### src/rtl/cpu_trace_pkg.sv
// Shared definitions for the CPU trace recorder: state encoding, entry layout, sizing helpers.
package cpu_trace_pkg;

    localparam int unsigned STATE_W = 2;

    typedef enum logic [STATE_W-1:0] {
        ST_IDLE     = 2'd0,
        ST_PRETRIG  = 2'd1,
        ST_POSTTRIG = 2'd2,
        ST_DONE     = 2'd3
    } trace_state_t;

    // Entry layout, LSB first: halt, flags, y, x, acc, pc, wr, rd, data, addr
    typedef enum int unsigned {
        F_HALT, F_FLAGS, F_Y, F_X, F_ACC, F_PC, F_WR, F_RD, F_DATA, F_ADDR
    } field_e;

    function automatic int unsigned clog2(input int unsigned value);
        int unsigned w;
        w = 0;
        while ((32'd1 << w) < value) w++;
        return w;
    endfunction

    function automatic int unsigned entry_w(input int unsigned aw, input int unsigned dw);
        return 2 * aw + 5 * dw + 3;
    endfunction

    function automatic int unsigned field_off(input field_e f, input int unsigned aw,
                                              input int unsigned dw);
        case (f)
            F_HALT:  return 0;
            F_FLAGS: return 1;
            F_Y:     return 1 + dw;
            F_X:     return 1 + 2 * dw;
            F_ACC:   return 1 + 3 * dw;
            F_PC:    return 1 + 4 * dw;
            F_WR:    return 1 + 4 * dw + aw;
            F_RD:    return 2 + 4 * dw + aw;
            F_DATA:  return 3 + 4 * dw + aw;
            default: return 3 + 5 * dw + aw;
        endcase
    endfunction

endpackage

### src/rtl/cpu_trace_buffer_if.sv
// Control, observation and readout signals of the trace recorder.
interface cpu_trace_buffer_if
    import cpu_trace_pkg::*;
#(
    parameter int unsigned DEPTH  = 64,
    parameter int unsigned ADDR_W = 16,
    parameter int unsigned DATA_W = 8
);
    localparam int unsigned IDX_W   = clog2(DEPTH);
    localparam int unsigned ENTRY_W = entry_w(ADDR_W, DATA_W);

    logic                 arm;
    logic                 abort;
    logic                 trig_pc_en;
    logic [ADDR_W-1:0]    trig_pc_match;
    logic [ADDR_W-1:0]    trig_pc_mask;
    logic                 trig_ext;
    logic [ADDR_W-1:0]    addr_bus;
    logic [DATA_W-1:0]    data_bus;
    logic                 mem_read;
    logic                 mem_write;
    logic [ADDR_W-1:0]    pc;
    logic [DATA_W-1:0]    acc;
    logic [DATA_W-1:0]    x;
    logic [DATA_W-1:0]    y;
    logic [DATA_W-1:0]    flags;
    logic                 halt;
    logic                 rd_req;
    logic [IDX_W-1:0]     rd_idx;
    logic                 rd_valid;
    logic [ENTRY_W-1:0]   rd_entry;
    logic [STATE_W-1:0]   state;
    logic [IDX_W:0]       count;
    logic [IDX_W-1:0]     trig_pos;

    modport master (
        output arm, abort, trig_pc_en, trig_pc_match, trig_pc_mask, trig_ext,
               addr_bus, data_bus, mem_read, mem_write, pc, acc, x, y, flags, halt,
               rd_req, rd_idx,
        input  rd_valid, rd_entry, state, count, trig_pos
    );

    modport slave (
        input  arm, abort, trig_pc_en, trig_pc_match, trig_pc_mask, trig_ext,
               addr_bus, data_bus, mem_read, mem_write, pc, acc, x, y, flags, halt,
               rd_req, rd_idx,
        output rd_valid, rd_entry, state, count, trig_pos
    );
endinterface

### src/rtl/trace_ram.sv
// Simple dual-port trace storage with registered read, shaped for block-RAM inference.
module trace_ram
    import cpu_trace_pkg::*;
#(
    parameter int unsigned DEPTH = 64,
    parameter int unsigned WIDTH = 8,
    localparam int unsigned AW = clog2(DEPTH)
) (
    input  logic             clk,
    input  logic             we,
    input  logic [AW-1:0]    waddr,
    input  logic [WIDTH-1:0] wdata,
    input  logic             re,
    input  logic [AW-1:0]    raddr,
    output logic [WIDTH-1:0] rdata
);
    logic [WIDTH-1:0] mem [DEPTH];

    always_ff @(posedge clk) begin
        if (we) mem[waddr] <= wdata;
        if (re) rdata <= mem[raddr];
    end
endmodule

### src/rtl/cpu_trace_buffer.sv
// Circular trace recorder: captures CPU observation signals until a trigger plus a
// programmable post-trigger window, then freezes for indexed readout.
module cpu_trace_buffer
    import cpu_trace_pkg::*;
#(
    parameter int unsigned DEPTH        = 64,
    parameter int unsigned ADDR_W       = 16,
    parameter int unsigned DATA_W       = 8,
    parameter int unsigned POST_TRIG    = 32,
    parameter int unsigned CAPTURE_MODE = 0
) (
    input logic               clk,
    input logic               reset,
    cpu_trace_buffer_if.slave bus
);
    localparam int unsigned IDX_W   = clog2(DEPTH);
    localparam int unsigned CNT_W   = IDX_W + 1;
    localparam int unsigned ENTRY_W = entry_w(ADDR_W, DATA_W);
    localparam int unsigned O_HALT  = field_off(F_HALT,  ADDR_W, DATA_W);
    localparam int unsigned O_FLAGS = field_off(F_FLAGS, ADDR_W, DATA_W);
    localparam int unsigned O_Y     = field_off(F_Y,     ADDR_W, DATA_W);
    localparam int unsigned O_X     = field_off(F_X,     ADDR_W, DATA_W);
    localparam int unsigned O_ACC   = field_off(F_ACC,   ADDR_W, DATA_W);
    localparam int unsigned O_PC    = field_off(F_PC,    ADDR_W, DATA_W);
    localparam int unsigned O_WR    = field_off(F_WR,    ADDR_W, DATA_W);
    localparam int unsigned O_RD    = field_off(F_RD,    ADDR_W, DATA_W);
    localparam int unsigned O_DATA  = field_off(F_DATA,  ADDR_W, DATA_W);
    localparam int unsigned O_ADDR  = field_off(F_ADDR,  ADDR_W, DATA_W);

    trace_state_t      state_q, state_d;
    logic [IDX_W-1:0]  wr_ptr_q, wr_ptr_d;
    logic              wrapped_q, wrapped_d;
    logic [CNT_W-1:0]  count_q, count_d;
    logic [IDX_W-1:0]  trig_addr_q, trig_addr_d;
    logic [IDX_W-1:0]  post_cnt_q, post_cnt_d;
    logic [IDX_W-1:0]  trig_pos_q, trig_pos_d;
    logic [ADDR_W-1:0] last_pc_q, last_pc_d;
    logic              halt_q;
    logic              rd_valid_q;
    logic              show_q;

    logic               trig_hit, qualify, store;
    logic               rd_ok, rd_oob;
    logic [IDX_W-1:0]   oldest, raddr;
    logic [ENTRY_W-1:0] wr_entry, ram_rdata;

    assign trig_hit = (bus.trig_pc_en &&
                       (((bus.pc ^ bus.trig_pc_match) & bus.trig_pc_mask) == '0))
                    || bus.trig_ext || (bus.halt && !halt_q);
    // In change-only mode the first sample after arm always qualifies (nothing stored yet)
    assign qualify  = (CAPTURE_MODE == 0) || (count_q == '0) ||
                      (bus.pc != last_pc_q) || bus.mem_write;

    always_comb begin
        wr_entry                    = '0;
        wr_entry[O_HALT]            = bus.halt;
        wr_entry[O_FLAGS +: DATA_W] = bus.flags;
        wr_entry[O_Y     +: DATA_W] = bus.y;
        wr_entry[O_X     +: DATA_W] = bus.x;
        wr_entry[O_ACC   +: DATA_W] = bus.acc;
        wr_entry[O_PC    +: ADDR_W] = bus.pc;
        wr_entry[O_WR]              = bus.mem_write;
        wr_entry[O_RD]              = bus.mem_read;
        wr_entry[O_DATA  +: DATA_W] = bus.data_bus;
        wr_entry[O_ADDR  +: ADDR_W] = bus.addr_bus;
    end

    // Next-state, pointer and trigger bookkeeping
    always_comb begin
        state_d     = state_q;
        wr_ptr_d    = wr_ptr_q;
        wrapped_d   = wrapped_q;
        count_d     = count_q;
        trig_addr_d = trig_addr_q;
        post_cnt_d  = post_cnt_q;
        trig_pos_d  = trig_pos_q;
        last_pc_d   = last_pc_q;
        store       = 1'b0;

        if (bus.arm) begin
            state_d    = ST_PRETRIG;
            wr_ptr_d   = '0;
            count_d    = '0;
            wrapped_d  = 1'b0;
            trig_pos_d = '0;
        end else if (bus.abort) begin
            state_d = ST_IDLE;
        end else begin
            unique case (state_q)
                ST_PRETRIG: begin
                    store = qualify || trig_hit;
                    if (trig_hit) begin
                        trig_addr_d = wr_ptr_q;
                        if (POST_TRIG == 0) begin
                            state_d = ST_DONE;
                        end else begin
                            state_d    = ST_POSTTRIG;
                            post_cnt_d = IDX_W'(POST_TRIG);
                        end
                    end
                end
                ST_POSTTRIG: begin
                    if (qualify) begin
                        store      = 1'b1;
                        post_cnt_d = post_cnt_q - IDX_W'(1);
                        if (post_cnt_q == IDX_W'(1)) state_d = ST_DONE;
                    end
                end
                default: ;
            endcase
        end

        if (store) begin
            wr_ptr_d  = wr_ptr_q + IDX_W'(1);
            last_pc_d = bus.pc;
            if (wr_ptr_q == IDX_W'(DEPTH - 1)) wrapped_d = 1'b1;
            if (count_q != CNT_W'(DEPTH))      count_d   = count_q + CNT_W'(1);
        end

        // Trigger position is fixed once, from the final pointer state on entry to DONE
        if (state_d == ST_DONE && state_q != ST_DONE)
            trig_pos_d = trig_addr_d - (wrapped_d ? wr_ptr_d : '0);
    end

    assign oldest = wrapped_q ? wr_ptr_q : '0;
    assign raddr  = oldest + bus.rd_idx;
    assign rd_ok  = bus.rd_req && (state_q == ST_DONE);
    assign rd_oob = {1'b0, bus.rd_idx} >= count_q;

    always_ff @(posedge clk or negedge reset) begin
        if (!reset) begin
            state_q     <= ST_IDLE;
            wr_ptr_q    <= '0;
            wrapped_q   <= 1'b0;
            count_q     <= '0;
            trig_addr_q <= '0;
            post_cnt_q  <= '0;
            trig_pos_q  <= '0;
            last_pc_q   <= '0;
            halt_q      <= 1'b0;
            rd_valid_q  <= 1'b0;
            show_q      <= 1'b0;
        end else begin
            state_q     <= state_d;
            wr_ptr_q    <= wr_ptr_d;
            wrapped_q   <= wrapped_d;
            count_q     <= count_d;
            trig_addr_q <= trig_addr_d;
            post_cnt_q  <= post_cnt_d;
            trig_pos_q  <= trig_pos_d;
            last_pc_q   <= last_pc_d;
            halt_q      <= bus.halt;
            rd_valid_q  <= rd_ok;
            if (rd_ok) show_q <= !rd_oob;
        end
    end

    trace_ram #(
        .DEPTH (DEPTH),
        .WIDTH (ENTRY_W)
    ) u_ram (
        .clk   (clk),
        .we    (store),
        .waddr (wr_ptr_q),
        .wdata (wr_entry),
        .re    (rd_ok && !rd_oob),
        .raddr (raddr),
        .rdata (ram_rdata)
    );

    // RAM output has no reset; the gate gives zero after reset and for out-of-range reads
    assign bus.rd_entry = show_q ? ram_rdata : '0;
    assign bus.rd_valid = rd_valid_q;
    assign bus.state    = state_q;
    assign bus.count    = count_q;
    assign bus.trig_pos = trig_pos_q;
endmodule

### src/flat_wrapper.sv
// flat-port wrapper written by rule: the top's interface ports become plain ports
module cpu_trace_buffer_flat import cpu_trace_pkg::*;
#(
    parameter int unsigned DEPTH        = 64,
    parameter int unsigned ADDR_W       = 16,
    parameter int unsigned DATA_W       = 8,
    parameter int unsigned POST_TRIG    = 32,
    parameter int unsigned CAPTURE_MODE = 0
)
  (clk, reset, bus_arm, bus_abort, bus_trig_pc_en, bus_trig_pc_match, bus_trig_pc_mask, bus_trig_ext, bus_addr_bus, bus_data_bus, bus_mem_read, bus_mem_write, bus_pc, bus_acc, bus_x, bus_y, bus_flags, bus_halt, bus_rd_req, bus_rd_idx, bus_rd_valid, bus_rd_entry, bus_state, bus_count, bus_trig_pos);
  cpu_trace_buffer_if #(.DEPTH(DEPTH), .ADDR_W(ADDR_W), .DATA_W(DATA_W)) bus_i ();
  input logic clk;
  input logic reset;
  input wire logic [$bits(bus_i.arm)-1:0] bus_arm;
  input wire logic [$bits(bus_i.abort)-1:0] bus_abort;
  input wire logic [$bits(bus_i.trig_pc_en)-1:0] bus_trig_pc_en;
  input wire logic [$bits(bus_i.trig_pc_match)-1:0] bus_trig_pc_match;
  input wire logic [$bits(bus_i.trig_pc_mask)-1:0] bus_trig_pc_mask;
  input wire logic [$bits(bus_i.trig_ext)-1:0] bus_trig_ext;
  input wire logic [$bits(bus_i.addr_bus)-1:0] bus_addr_bus;
  input wire logic [$bits(bus_i.data_bus)-1:0] bus_data_bus;
  input wire logic [$bits(bus_i.mem_read)-1:0] bus_mem_read;
  input wire logic [$bits(bus_i.mem_write)-1:0] bus_mem_write;
  input wire logic [$bits(bus_i.pc)-1:0] bus_pc;
  input wire logic [$bits(bus_i.acc)-1:0] bus_acc;
  input wire logic [$bits(bus_i.x)-1:0] bus_x;
  input wire logic [$bits(bus_i.y)-1:0] bus_y;
  input wire logic [$bits(bus_i.flags)-1:0] bus_flags;
  input wire logic [$bits(bus_i.halt)-1:0] bus_halt;
  input wire logic [$bits(bus_i.rd_req)-1:0] bus_rd_req;
  input wire logic [$bits(bus_i.rd_idx)-1:0] bus_rd_idx;
  output wire logic [$bits(bus_i.rd_valid)-1:0] bus_rd_valid;
  output wire logic [$bits(bus_i.rd_entry)-1:0] bus_rd_entry;
  output wire logic [$bits(bus_i.state)-1:0] bus_state;
  output wire logic [$bits(bus_i.count)-1:0] bus_count;
  output wire logic [$bits(bus_i.trig_pos)-1:0] bus_trig_pos;
  assign bus_i.arm = bus_arm;
  assign bus_i.abort = bus_abort;
  assign bus_i.trig_pc_en = bus_trig_pc_en;
  assign bus_i.trig_pc_match = bus_trig_pc_match;
  assign bus_i.trig_pc_mask = bus_trig_pc_mask;
  assign bus_i.trig_ext = bus_trig_ext;
  assign bus_i.addr_bus = bus_addr_bus;
  assign bus_i.data_bus = bus_data_bus;
  assign bus_i.mem_read = bus_mem_read;
  assign bus_i.mem_write = bus_mem_write;
  assign bus_i.pc = bus_pc;
  assign bus_i.acc = bus_acc;
  assign bus_i.x = bus_x;
  assign bus_i.y = bus_y;
  assign bus_i.flags = bus_flags;
  assign bus_i.halt = bus_halt;
  assign bus_i.rd_req = bus_rd_req;
  assign bus_i.rd_idx = bus_rd_idx;
  assign bus_rd_valid = bus_i.rd_valid;
  assign bus_rd_entry = bus_i.rd_entry;
  assign bus_state = bus_i.state;
  assign bus_count = bus_i.count;
  assign bus_trig_pos = bus_i.trig_pos;
  cpu_trace_buffer #(.DEPTH(DEPTH), .ADDR_W(ADDR_W), .DATA_W(DATA_W), .POST_TRIG(POST_TRIG), .CAPTURE_MODE(CAPTURE_MODE)) u_core (.clk(clk), .reset(reset), .bus(bus_i));
endmodule
### config.mk
export PLATFORM = sky130hd
export DESIGN_NAME = cpu_trace_buffer_flat
export DESIGN_NICKNAME = d
export VERILOG_FILES = /design/src/rtl/cpu_trace_pkg.sv /design/src/rtl/cpu_trace_buffer_if.sv /design/src/rtl/trace_ram.sv /design/src/rtl/cpu_trace_buffer.sv /design/src/flat_wrapper.sv
export SDC_FILE = /design/constraint.sdc
export NUM_CORES = 2
export LEC_CHECK = 0
export CAP_MARGIN = 20
export CORE_MARGIN = 10
export CORE_UTILIZATION = 62
export CTS_CLUSTER_SIZE = 40
export DETAILED_ROUTE_END_ITERATION = 8
export MAX_ROUTING_LAYER = met4
export PLACE_DENSITY = 0.76
export SLEW_MARGIN = 25
export SYNTH_ARGS = -nofsm -noshare
export SYNTH_HDL_FRONTEND = slang
export SYNTH_MEMORY_MAX_BITS = 65536
export SYNTH_SLANG_ARGS = --single-unit
### constraint.sdc
create_clock -name clk -period 8 [get_ports clk]
set_input_delay 0.8 -clock clk [delete_from_list [all_inputs] [get_ports clk]]
set_output_delay 0.8 -clock clk [all_outputs]
set_load 0.05 [all_outputs]
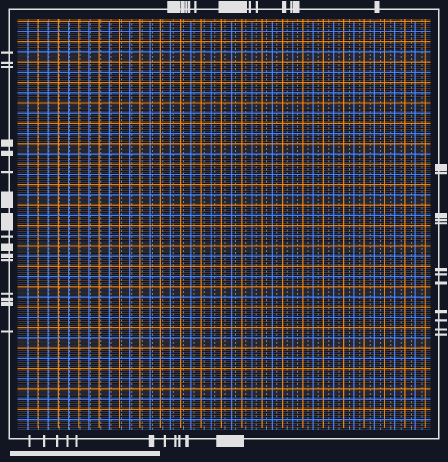
**Above:** supply network.
Scale bar: 200 um. Pins as bars on the die edge. Tap cells in gray.
| color | net |
|---|---|
| blue | VSS |
| orange | VDD |
met1 rails: 202
met4 straps: 40
tap cells: 3958
met5 straps: 40
signal pins: 211

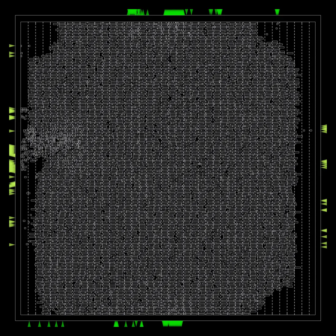
**Above:** placement view.
Cell Count, Final, Fillers Out: 12.4k
area of the core: 301000 um2
filler cell count: 16.1k
Seq/total area: 69.7%
final core utilization: 70.3%

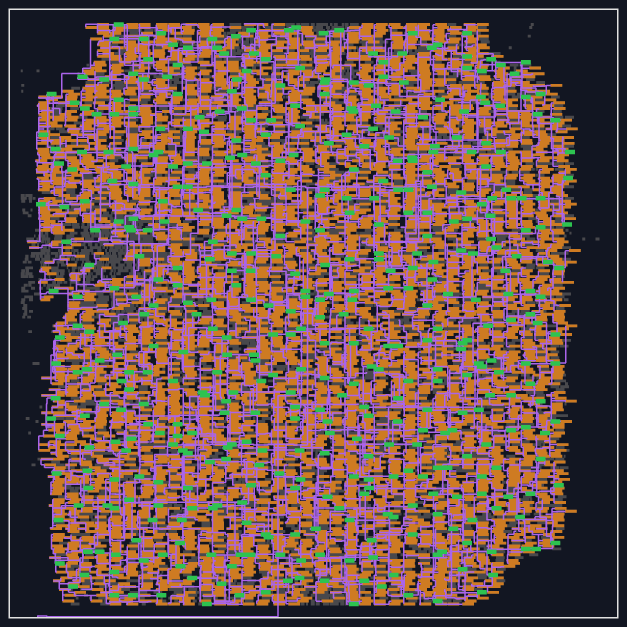
**Above:** routed clock nets over the placement.
[green] cells driving clock nets | count: 462
[orange] flip-flops | count: 4912
[purple] clock wires | length: 54.4 mm
routed clock nets: 463
flops lie: widely spread
Clk power: 22.1 mW
Clock Skew: 0.0507 ns
clock latency on the worst-skew pair: 0.98 ns
Clk pwr share: 41.2%

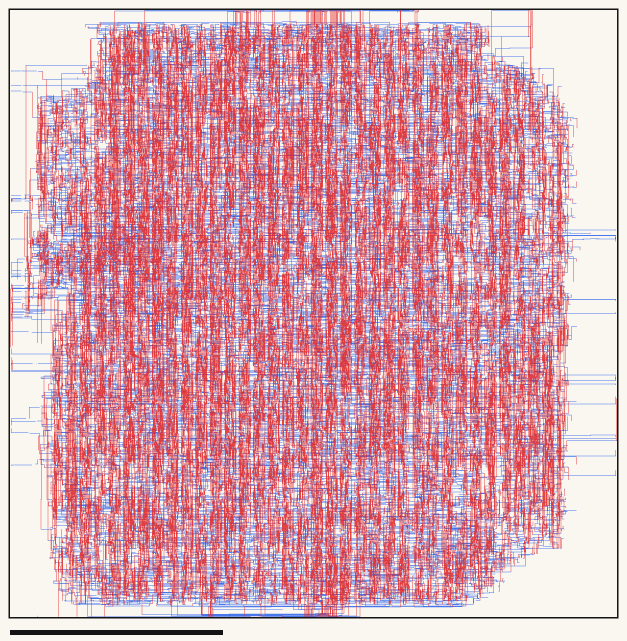
**Above:** signal wires by layer.
Scale bar: 200 um. Two of the layers only.
| color | layer | wire length |
|---|---|---|
| red | met2 | 267 mm |
| blue | met1 | 180 mm |
routed wire length per instance: 45.5 um
final WL: 565000 um

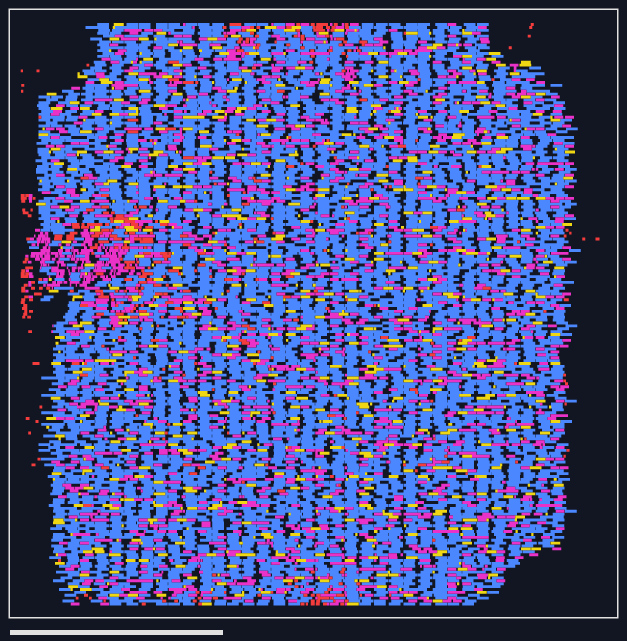
**Above:** cells colored by class.
Scale bar: 200 um.
| color | class | cells | share of their area |
|---|---|---|---|
| magenta | all other logic | 2193 | 19% |
| blue | flip-flops | 4912 | 71% |
| yellow | clock drivers and dummy loads | 850 | 7.2% |
| red | other buffers and delay cells | 456 | 2.5% |
Finished Cell Area: 211000 um2
# rows: 201

==> impl_metrics.env <==
# flow metrics
export IMPL_status="finished, final reports clean"
export IMPL_power_share_switching_pct=21.9
export IMPL_path_delay_family="buffers and inverters"
export IMPL_worstHoldEndpoint="u_core.u_ram.mem[5][28]"
export IMPL_regMostFlops="u_core.u_ram.mem"
export IMPL_synthCells=7495
export IMPL_final_common_cell="edfxtp_1"
export IMPL_inv_count=27
export IMPL_busiest_layer="met2"
export IMPL_clock_buffers=574
export IMPL_critPathBufInv=2
export IMPL_r2r_start="u_core.wr_ptr_q[0]"
export IMPL_syn_area_um2=187000
export IMPL_layout_setup_ws_ns=2.88
export IMPL_syn_avg_cell_area_um2=25.0
export IMPL_cts_root_buffer="clkbuf_16"
export IMPL_async_flop_share_pct=0.753
export IMPL_largest_area_cell="edfxtp_1"
export IMPL_clk_path_buf_depth=4
export IMPL_sequentialPowerShare_pct=52.9
export IMPL_post_cts_buffers=0
export IMPL_power_leakage_nw=65.5
export IMPL_most_common_cell="edfxtp_1"
export IMPL_antenna_found_initial=47
export IMPL_post_cts_resized=0
export IMPL_hp_class="input port to flop"
export IMPL_relSlewSlack_pct=16.7
export IMPL_drt_met1_wl_um=180000
export IMPL_cts_sinks=4912
export IMPL_p_seq_mw=28.4
export IMPL_synthSimpleGateAreaFrac_pct=0.898
export IMPL_synth_seq_cells=4912
export IMPL_grt_usage_pct=34.7
export IMPL_critPathLaunch="u_core.wr_ptr_q[0]"
export IMPL_worst_slew_pin_slew_ns=1.25
export IMPL_power_combinational_mw=3.16
export IMPL_grt_start_max_net_pins=126
export IMPL_power_internal_mw=41.9
export IMPL_syn2layout_area_growth_pct=12.7
export IMPL_synthXorXnorAreaFrac_pct=0.153
export IMPL_flops=4912
export IMPL_grt_pass1_wl_um=759000
export IMPL_die_area_um2=325000
export IMPL_drcViolationCount=0
export IMPL_crit_reg2reg_capture="u_core.u_ram.rdata[14]"
export IMPL_placed_cells=11500
export IMPL_yosys_area_um2=187000
export IMPL_fin_crit_ns=5.12
export IMPL_ys_top_cells_by_count="edfxtp_1, mux4_2, clkbuf_1, buf_2"
export IMPL_ys_sh_mux_pct=18.5
export IMPL_reg2reg_depth=10
export IMPL_cp_max_fo=18
export IMPL_boundaryPins=211
export IMPL_min_period_over_period_pct=64.0
export IMPL_wl_met2_um=267000
export IMPL_cts_hold_buffers=1
export IMPL_synth_main_ff_cell="edfxtp_1"
export IMPL_grt_pass1_vias=95100
export IMPL_aoi_share_pct=0.701
export IMPL_end_kind="flop"
export IMPL_floorplan_nets=7642
export IMPL_hpwl_um=242000
export IMPL_startpoint_type="flop"
export IMPL_port_buffer_count=210
export IMPL_chipHeight_um=570
export IMPL_critPathCapture="u_core.u_ram.rdata[14]"
export IMPL_seq_area_um2=147000
export IMPL_h_tree_depth=5
export IMPL_path_clk_slew_ns=0.07
export IMPL_antenna_left=0
export IMPL_clkCellAreaFrac_pct=7.06
export IMPL_logic_area_um2=38800
export IMPL_lay_top_cells="edfxtp_1, mux4_2, clkbuf_16, buf_4, clkdlybuf4s50_1"
export IMPL_cpPeakStageDelay_ns=0.87
export IMPL_vias_per_cell=7.66
export IMPL_netlist_logic_family_top="multiplexers"
export IMPL_p_switching_mw=11.8
export IMPL_yosysSeqAreaShare_pct=78.6
export IMPL_comb_share_pct=18.4
export IMPL_fin_setup_tns_ns=0
export IMPL_max_freq_mhz=195
export IMPL_min_delay_start="bus_acc[3]"
export IMPL_power_leader="sequential cells"
export IMPL_cts_tree="built"
export IMPL_yosysCellCount=7495
export IMPL_use_met3_pct=10.0
export IMPL_worstPathRequired_ns=8.64
export IMPL_grt_ovfl_total=0
export IMPL_gr_usage_met1_pct=45.5
export IMPL_yosysTopAreaCellShare_pct=78.1
export IMPL_grt_util_met2_pct=51.5
export IMPL_r2r_setup_slack_ns=2.88
export IMPL_drtPass1Iterations=6
export IMPL_warning_count=39
export IMPL_cts_buffers=462
export IMPL_ir_drop_uv=180
export IMPL_nMultiInputCombCells=2166
export IMPL_num_nets_final=8172
export IMPL_topCellsByArea="edfxtp_1, mux4_2, dfrtp_1"
Power is estimated from default activity; no workload was simulated.
